[config.mk]
export PLATFORM = sky130hd
export DESIGN_NAME = rr_select_arbiter
export DESIGN_NICKNAME = d
export VERILOG_FILES = /design/src/rtl/rr_select_arbiter.sv
export SDC_FILE = /design/constraint.sdc
export NUM_CORES = 1
export LEC_CHECK = 0
export CAP_MARGIN = 20
export CORE_AREA = 2 2 39 41
export CTS_BUF_LIST = sky130_fd_sc_hd__clkbuf_4 sky130_fd_sc_hd__clkbuf_8
export CTS_CLUSTER_SIZE = 25
export DETAILED_ROUTE_END_ITERATION = 10
export DIE_AREA = 0 0 41 43
export MAX_ROUTING_LAYER = met4
export PLACE_DENSITY_LB_ADDON = 0.2
export SLEW_MARGIN = 20
export SYNTH_ARGS = -nofsm -noshare
export SYNTH_HDL_FRONTEND = slang
export SYNTH_SLANG_ARGS = --single-unit
[constraint.sdc]
create_clock -name CLK -period 3.6 [get_ports CLK]
set_input_delay 0.9 -clock CLK [delete_from_list [all_inputs] [get_ports CLK]]
set_output_delay 0.9 -clock CLK [all_outputs]
set_load 0.01 [all_outputs]
[src/rtl/rr_select_arbiter.sv]
// rr_select_arbiter
//   Round-robin arbiter driving the select lines of a 4:1 mux stage.
//   Four level-sensitive requesters compete. One winner is granted at a
//   time for at most HOLD_MAX consecutive cycles. Priority rotates to
//   start just past the previous winner.
//
// Parameters
//   HOLD_MAX   maximum consecutive cycles of one grant (1..255)
//
// Ports
//   CLK        rising-edge clock
//   RST        synchronous, active-high reset
//   R0..R3     request lines, held high while the source wants the mux
//   S1, S0     mux select; S1:S0 = index of the granted source
//   G0..G3     one-hot grant (at most one high)
//   V          a grant is active; mux output is valid
//   dbg_state  FSM state for observation (0 = IDLE, 1 = GRANT)
//
// Handshake: a source raises R and keeps it high. It owns the mux path on
// every cycle where its G is high. Dropping R ends the grant at the next
// edge. Every output is a flop, so nothing combinational runs from R to
// an output.
module rr_select_arbiter #(
   parameter int HOLD_MAX = 8
) (
   input  logic CLK,
   input  logic RST,
   input  logic R0,
   input  logic R1,
   input  logic R2,
   input  logic R3,
   output logic S1,
   output logic S0,
   output logic G0,
   output logic G1,
   output logic G2,
   output logic G3,
   output logic V,
   output logic dbg_state
);

   localparam int CW = $clog2(HOLD_MAX + 1);
   localparam logic [CW-1:0] HOLD_CNT = CW'(HOLD_MAX);

   typedef enum logic {
      IDLE  = 1'b0,
      GRANT = 1'b1
   } state_t;

   state_t          state;
   logic [1:0]      sel;    // current or most recent grant index
   logic [1:0]      last;   // previous winner, the search starts after it
   logic [CW-1:0]   cnt;
   logic [3:0]      gnt;
   logic            vld;

   logic [3:0]      req;
   logic            any_req;
   logic [1:0]      win;
   logic [1:0]      cand;
   logic            found;
   logic            release_now;

   assign req = {R3, R2, R1, R0};

   // Rotating priority: test last+1 .. last+4 (mod 4). The first hit wins.
   // last+4 wraps to last itself, so a sole requester gets regranted.
   always_comb begin
      any_req = |req;
      win     = last;
      cand    = 2'd0;
      found   = 1'b0;
      for (int k = 1; k <= 4; k++) begin
         cand = last + 2'(k);
         if (!found && req[cand]) begin
            win   = cand;
            found = 1'b1;
         end
      end
   end

   // A request drop and a hold expiry on the same edge give one release.
   assign release_now = !req[sel] || (cnt == HOLD_CNT);

   always_ff @(posedge CLK) begin
      if (RST) begin
         state <= IDLE;
         sel   <= 2'd0;
         last  <= 2'd3;   // the first search begins at index 0
         cnt   <= '0;
         gnt   <= 4'b0000;
         vld   <= 1'b0;
      end else begin
         case (state)
            IDLE: begin
               if (any_req) begin
                  state <= GRANT;
                  sel   <= win;
                  last  <= win;
                  cnt   <= CW'(1);
                  gnt   <= 4'b0001 << win;
                  vld   <= 1'b1;
               end
            end
            GRANT: begin
               if (!release_now) begin
                  cnt <= cnt + CW'(1);
               end else if (any_req) begin
                  // Back-to-back handover with no idle gap.
                  sel  <= win;
                  last <= win;
                  cnt  <= CW'(1);
                  gnt  <= 4'b0001 << win;
               end else begin
                  // sel keeps the index of the last grant while idle.
                  state <= IDLE;
                  cnt   <= '0;
                  gnt   <= 4'b0000;
                  vld   <= 1'b0;
               end
            end
            default: begin
               state <= IDLE;
               cnt   <= '0;
               gnt   <= 4'b0000;
               vld   <= 1'b0;
            end
         endcase
      end
   end

   assign S1        = sel[1];
   assign S0        = sel[0];
   assign G0        = gnt[0];
   assign G1        = gnt[1];
   assign G2        = gnt[2];
   assign G3        = gnt[3];
   assign V         = vld;
   assign dbg_state = state;

endmodule

layers.png
Bar = 10 um. Only two layers are drawn.
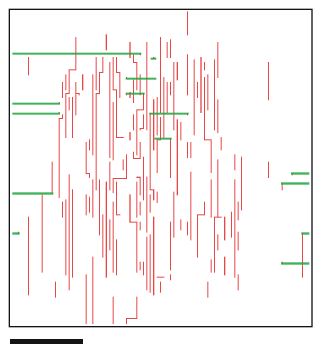
legend:
  green:
    layer: M3
    wire_length: 59.4 um
  red:
    layer: M2
    wire_length: 683 um
DR vias: 653
total wire length: 1470 um

class_map.png
Fill, decap, tap and diode cells in grey.
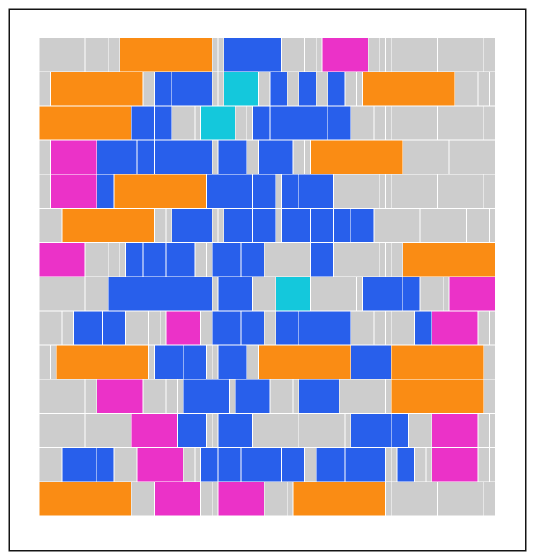
legend:
  cyan:
    class: clock-net drivers
    cells: 3
    share_of_their_area: 2.6%
  blue:
    class: remaining logic cells
    cells: 65
    share_of_their_area: 49%
  magenta:
    class: remaining buffers and delay cells
    cells: 14
    share_of_their_area: 16%
  orange:
    class: registers
    cells: 14
    share_of_their_area: 32%
final instance area: 883 sq um
post-layout util: 63.8%
flop share of the area: 31.7%
Core ar.: 1380 sq um
Row Count: 14

==> flow_metrics.tcl <==
# metrics dict for downstream scripts
set metrics [dict create \
    crit_path_cell_trace "clkdlybuf4s50_1, mux4_2, a31oi_1, nand3_1, o32ai_1" \
    hold_viol 0 \
    gr-total-overflow 0 \
    crit_slowest_cell "mux4_2" \
    drive_gt1_share_pct 7.29 \
    met1_length_um 716 \
    crit_buf_inv 1 \
    largest_area_cell "dfxtp_1" \
    max-vdd-ir-drop_uv 207 \
    period_used_pct 74.5 \
    wl_met3_um 59 \
    logic_family "simple AND/OR/NAND/NOR gates" \
    track_usage_pct 20.5 \
    holdWs_ns 0.470 \
    worstSetupEndpointType "register" \
    cpPeakStageDelay_ns 0.56 \
    mux_share_pct 4.52 \
    crit_type "in -> reg" \
    ctsResizeCount 0 \
    port_buffers 13 \
    async_reset_ff_share_pct 0 \
    run_status "completed" \
    avgSynthCellArea_sq_um 8.67 \
    startpoint_type "input port" \
    post_cts_buffers 0 \
    avgRoutedWirePerCell_um 13.1 \
    netlist_area_sq_um 719 \
    highest_layer "met4" \
    lay_top_count "dfxtp_1" \
    critical_path_required_ns 3.79 \
    use_met1_pct 30.0 \
    synthAdderAreaFrac_pct 5.22 \
    max_clock_freq_ghz 0.373 \
    synth-compound-area-share_pct 21.6 \
    place_area_sq_um 861 \
    edf_count 0 \
    wl_met2_um 682 \
    cts_root_buf "clkbuf_4" \
    clk_latency_ns 0.28 \
    drt_iter0_markers 14 \
    grt_pass1_vias 542 \
]
clock_nets.png
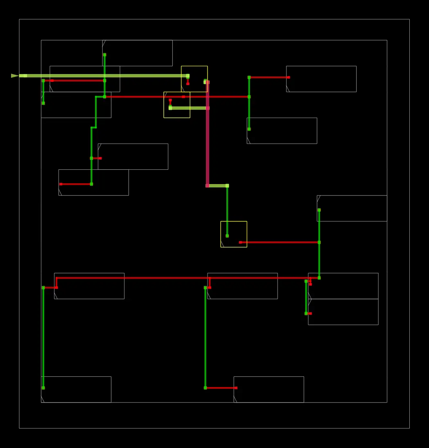
CTS sink cnt: 14
Clk. pwr: 0.0883 mW

## logic make-up after synthesis
| logic type | count (synthesis) |
|---|---|
| simple gates | 28 |
| flops | 14 |
| fa+ha+maj | 3 |
| compound gates | 22 |
| buf+inv | 14 |
| mux | 2 |
## state kept, by name, summed over array words and instances, names as in the netlist
signal and cells:
V 1, cnt 4, dbg_state 1, gnt 4
last 2, sel 2
## layout make-up
cell class                 instances  area, sq um
fill                             124          500
multi-input combinational         55          385
sequential                        14          280
timing repair buffer              14          138
inverter                          10         37.5
clock buffer                       3         22.5
tap                               16         20.0
## worst paths after layout
| kind | start | end | slack [ns] | depth (start not counted) |
|---|---|---|---|---|
| hold reg to reg | V$_SDFFE_PP0P_ | V$_SDFFE_PP0P_ | 0.47 | 2 |
| setup reg to reg | sel[0]$_SDFFE_PP0P_ | gnt[3]$_SDFFE_PP0P_ | 1.63 | 4 |
| setup / recovery | R3 | gnt[3]$_SDFFE_PP0P_ | 0.92 | 5 |
| hold / removal | V$_SDFFE_PP0P_ | V$_SDFFE_PP0P_ | 0.47 | 2 |
## tightest hold or removal path, delay by kind of cell, from the launching register on
kind | cells | cell delay [ns]
AOI/OAI and AO/OA | 1 | 0.05
and+or+nand+nor | 1 | 0.05
DFF | 1 | 0.32
## power by group
part	leakage, nW	internal (mW)	switching, mW	total, mW
registers	0.115	0.172	0.0158	0.188
clock network	0.0138	0.0388	0.0496	0.0883
logic	0.207	0.0570	0.0508	0.108
total	0.336	0.268	0.116	0.384
## through the flow
step	std cells	setup slack, ns	utilization, %
finish	112	0.918	63.8
global route	112	0.761	63.8
global placement	109	0.693	62.2
detailed placement	109	0.638	62.2
floorplan	83	1.13	-
CTS	112	0.925	63.8
Power figures rest on the tool's default switching activity, not on a simulated workload.
